==> config.mk <==
export PLATFORM = sky130hd
export DESIGN_NAME = d_branch_ctrl
export DESIGN_NICKNAME = d
export VERILOG_FILES = /design/src/rtl/d_branch_ctrl.sv
export SDC_FILE = /design/constraint.sdc
export NUM_CORES = 1
export LEC_CHECK = 0
export ABC_AREA = 1
export CORE_MARGIN = 2
export CORE_UTILIZATION = 40
export DETAILED_ROUTE_END_ITERATION = 10
export GPL_ROUTABILITY_DRIVEN = 0
export PLACE_DENSITY = 0.69
export SYNTH_ARGS = -nofsm -noshare
export SYNTH_HDL_FRONTEND = slang
export SYNTH_SLANG_ARGS = --single-unit
==> constraint.sdc <==
create_clock -name clk -period 2.4 [get_ports clk]
set_input_delay 0.48 -clock clk [delete_from_list [all_inputs] [get_ports clk]]
set_output_delay 0.48 -clock clk [all_outputs]
set_load 0.01 [all_outputs]
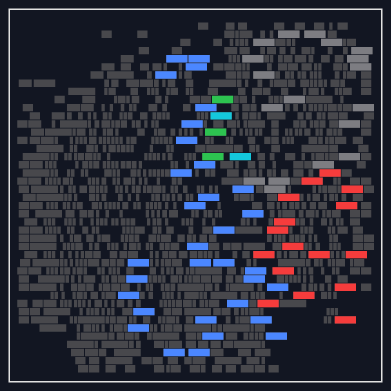
*Where the registers sit, run 1*
(3 px per um)
color	name in the netlist	sequential cells
red	taken_cnt	16
green	wait_cnt	3
cyan	state	2
blue	F_target	32
not colored	18
total area of sequential cells: 0.00142 sq mm
flip-flop and latch share of the layout cell area: 16.6%
core occupancy in the finished layout: 61.6%

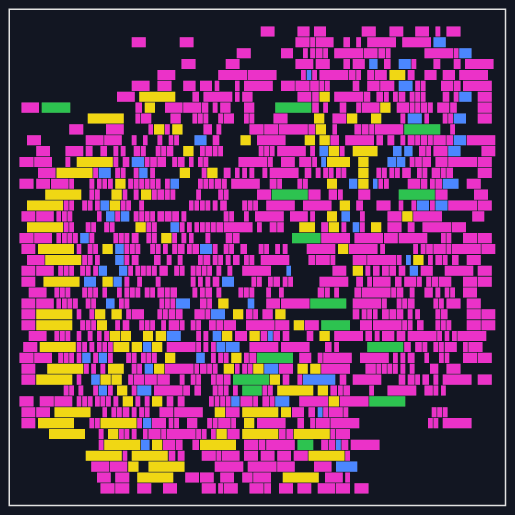
*Cells by drive strength, run 1*
(4 px per um)
color	size	cells	most used
blue	_2 cells	71	nand2_2
green	_6 and larger	14	clkbuf_16
yellow	_3 and _4 cells	111	buf_4
magenta	_0 and _1 cells	923	nand2_1
post-synthesis to final-layout area growth: 49.8%
Final Instance Area: 0.00858 sq mm
final critical-path setup slack: 0.0794 ns

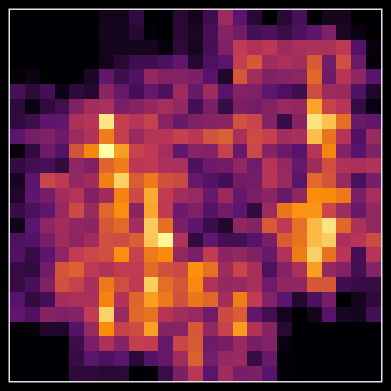
*Wire density map, run 1*
(3 px per um) 25 x 25 tiles, from black (low) to pale yellow (high), scaled to the fullest tile. Values are wire area over tile area, all layers added.
fullest tile	0.49
mean over tiles	0.16
tiles over half the peak	24%
emptiest ninth of the die	north-west
nearly empty tiles	13%
WL/cell: 12.5 um
vias: 6,180
total global routing track utilization: 21.1%
WL final: 16,200 um

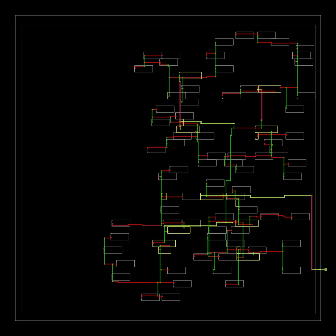
*Clock nets, run 1*
final-layout clock buffer total: 14
clock skew: 0.00333 ns
number of sequential storage elements: 71

==> flow.log, run 1 <==
[report] implementation figures
[metrics] result of the run: completed
[metrics] number of nets at floorplan: 1,065
[metrics] CTS clk-pin slew, worst paths: 0.05 ns
[metrics] worst min-delay path class: reg2reg
[metrics] count of buffering cells on the critical path with inverters included: 3
[metrics] Antenna Nets Post-Route: 0
[metrics] CP dominant cell by count: nor2_1
[metrics] global-route wire length before repair: 26,100 um
[metrics] final layout net count: 1,265
[metrics] slowest cell delay on critical path: 0.48 ns
[metrics] # diodes: 0
[metrics] worst slack on hold paths: 0.464 ns
[metrics] Buffers on Ports: 128
[metrics] H-tree depth: 3
[metrics] part of the Yosys area used for sequential elements: 24.8%
[metrics] post-route fraction of the period consumed by the critical path: 96.7%
[metrics] largest delay contributor family on the critical path: buffers and inverters
[metrics] number of cells in the finished layout apart from fillers: 1,299
[metrics] count of cells along the worst hold path: 1
[metrics] XOR Share, Synth: 5.20%
==> run 1: routing by layer <==
layer / GRT usage [%] / share of wire, % / vias to the layer above / wire (um)
met5: 0 / 0 / - / 0
met4: 5.11 / 0.93 / 0 / 151
met3: 2.43 / 3.7 / 18 / 607
met2: 37.1 / 49 / 139 / 7880
met1: 27.5 / 47 / 2750 / 7570
li1: - / - / 3273 / -
==> run 1: repair_timing <==
action                     4_1_cts  5_1_grt
setup endpoints to repair       21       24
pin swaps                        2       23
setup buffers                    3        3
gates resized                   36       68
==> run 1: final cells by class <==
class	count	area (sq um)	share of cell area, %
Sequential cell	71	1420	16.6
Timing Repair Buffer	206	1920	22.4
Clock inverter	1	5.00	0.0583
Tap cell	180	225	2.62
Multi-Input combinational cell	675	4180	48.7
Clock buffer	14	254	2.96
Inverter	152	572	6.66
==> run 2, diff against run 1 <==
Settings changed: CORE_MARGIN 2 to not set.
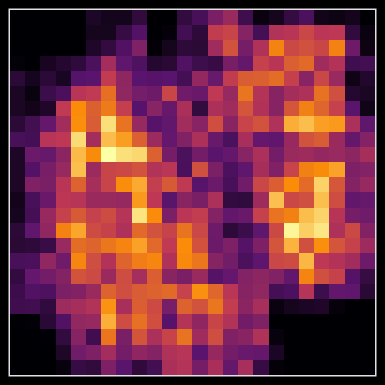
*Wire density map, run 2*
(3 px per um) 24 x 24 tiles, from black (low) to pale yellow (high), scaled to the fullest tile. Values are wire area over tile area, all layers added.
emptiest ninth of the die	south-east
fullest tile	0.47
nearly empty tiles	11%
mean over tiles	0.17
total global routing track utilization: 21.6%
vias: 6,226
WL final: 16,000 um

==> flow.log, run 2 <==
[report] implementation figures
[metrics] met1 track utilization from global routing: 26.8% (was 27.5%)
[metrics] core occupancy in the finished layout: 62.5% (was 61.6%)
[metrics] CTS clk-pin slew, worst paths: 0.06 ns (was 0.05 ns)
[metrics] post-synthesis to final-layout area growth: 51.9% (was 49.8%)
[metrics] post-route fraction of the period consumed by the critical path: 99.2% (was 96.7%)
[metrics] number of endpoints failing setup at the final stage: 0 (unchanged)
[metrics] Met3 Wirelength: 634 um (was 607 um)
[metrics] Buffers on Ports: 128 (unchanged)
[metrics] Routed met1 length: 7290 um (was 7570 um)
[metrics] final critical-path setup slack: 0.0202 ns (was 0.0794 ns)
[metrics] internal reg-to-reg setup slack: 0.41 ns (was 0.44 ns)
[metrics] die extent in x: 122 um (was 124 um)
[metrics] Final Power: 0.00385 W (was 0.00371 W)
[metrics] part of the Yosys area used for sequential elements: 24.8% (unchanged)
[metrics] met2 usage in global routing: 38.2% (was 37.1%)
[metrics] number of cells in the finished layout apart from fillers: 1,305 (was 1,299)
[metrics] count of cells along the worst hold path: 1 (unchanged)
[metrics] WL met2: 7790 um (was 7880 um)
[metrics] clock skew: 0.00756 ns (was 0.00333 ns)
[metrics] XOR Share, Synth: 5.20% (unchanged)
[metrics] worst min-delay path class: reg2reg (unchanged)
[metrics] Final Instance Area: 0.00870 sq mm (was 0.00858 sq mm)
[metrics] H-tree depth: 3 (unchanged)
[metrics] global-route wire length before repair: 25,800 um (was 26,100 um)
[metrics] Resized Gates After CTS: 29 (was 36)
[metrics] slowest cell delay on critical path: 0.41 ns (was 0.48 ns)
[metrics] YS warnings: 0 (unchanged)
[metrics] result of the run: completed (unchanged)
[metrics] Highest Signal Layer: met4 (unchanged)
[metrics] number of nets at floorplan: 1,065 (unchanged)
[metrics] cell-by-cell trace of the critical path: clkdlybuf4s50_1 > ha_1 > buf_4 > ha_1 > nand3_1 > nand3_2 > nand3_1 > nand3b_1 > buf_4 > xnor2_2 > a21oi_1 (was clkdlybuf4s50_1 > nor2_1 > nand3_1 > nand4_1 > inv_2 > nand2_2 > nor2_1 > dlygate4sd2_1)
[metrics] count of buffering cells on the critical path with inverters included: 3 (unchanged)
[metrics] WL/cell: 12.3 um (was 12.5 um)
[metrics] CTS tree: built (unchanged)
[metrics] worst slack on hold paths: 0.461 ns (was 0.464 ns)
[metrics] busiest grt layer: met2 (unchanged)
[metrics] count of cell instances traversed by the critical path: 11 (was 8)
[run 2: cell counts after synthesis]
Identical to the previous run, type by type.
[run 2: final cells by class]
type | count | area, sq um
clock inverters | 6 | 62.6
clock buffers | 9 | 225
well taps | 180 | 225
repair buffers | 212 | 1970
fillers | 1262 | 5230
multi-input cells | 675 | 4230
flip-flops and latches | 71 | 1420
inverters | 152 | 572
[run 2: cells by family after synthesis]
| group | after synthesis |
|---|---|
| fa+ha+maj | 61 |
| mux | 1 |
| buf+inv | 169 |
| compound gates | 102 |
| xor+xnor | 34 |
| simple gates | 477 |
| flops | 71 |
[run 2: power by group]
| part | switching (W) | total (W) | internal [W] |
|---|---|---|---|
| Combinational | 0.000684 | 0.00135 | 0.000662 |
| Sequential | 0.0000107 | 0.00121 | 0.00120 |
| Clock | 0.000504 | 0.00130 | 0.000794 |
Power is estimated from default activity; no workload was simulated.
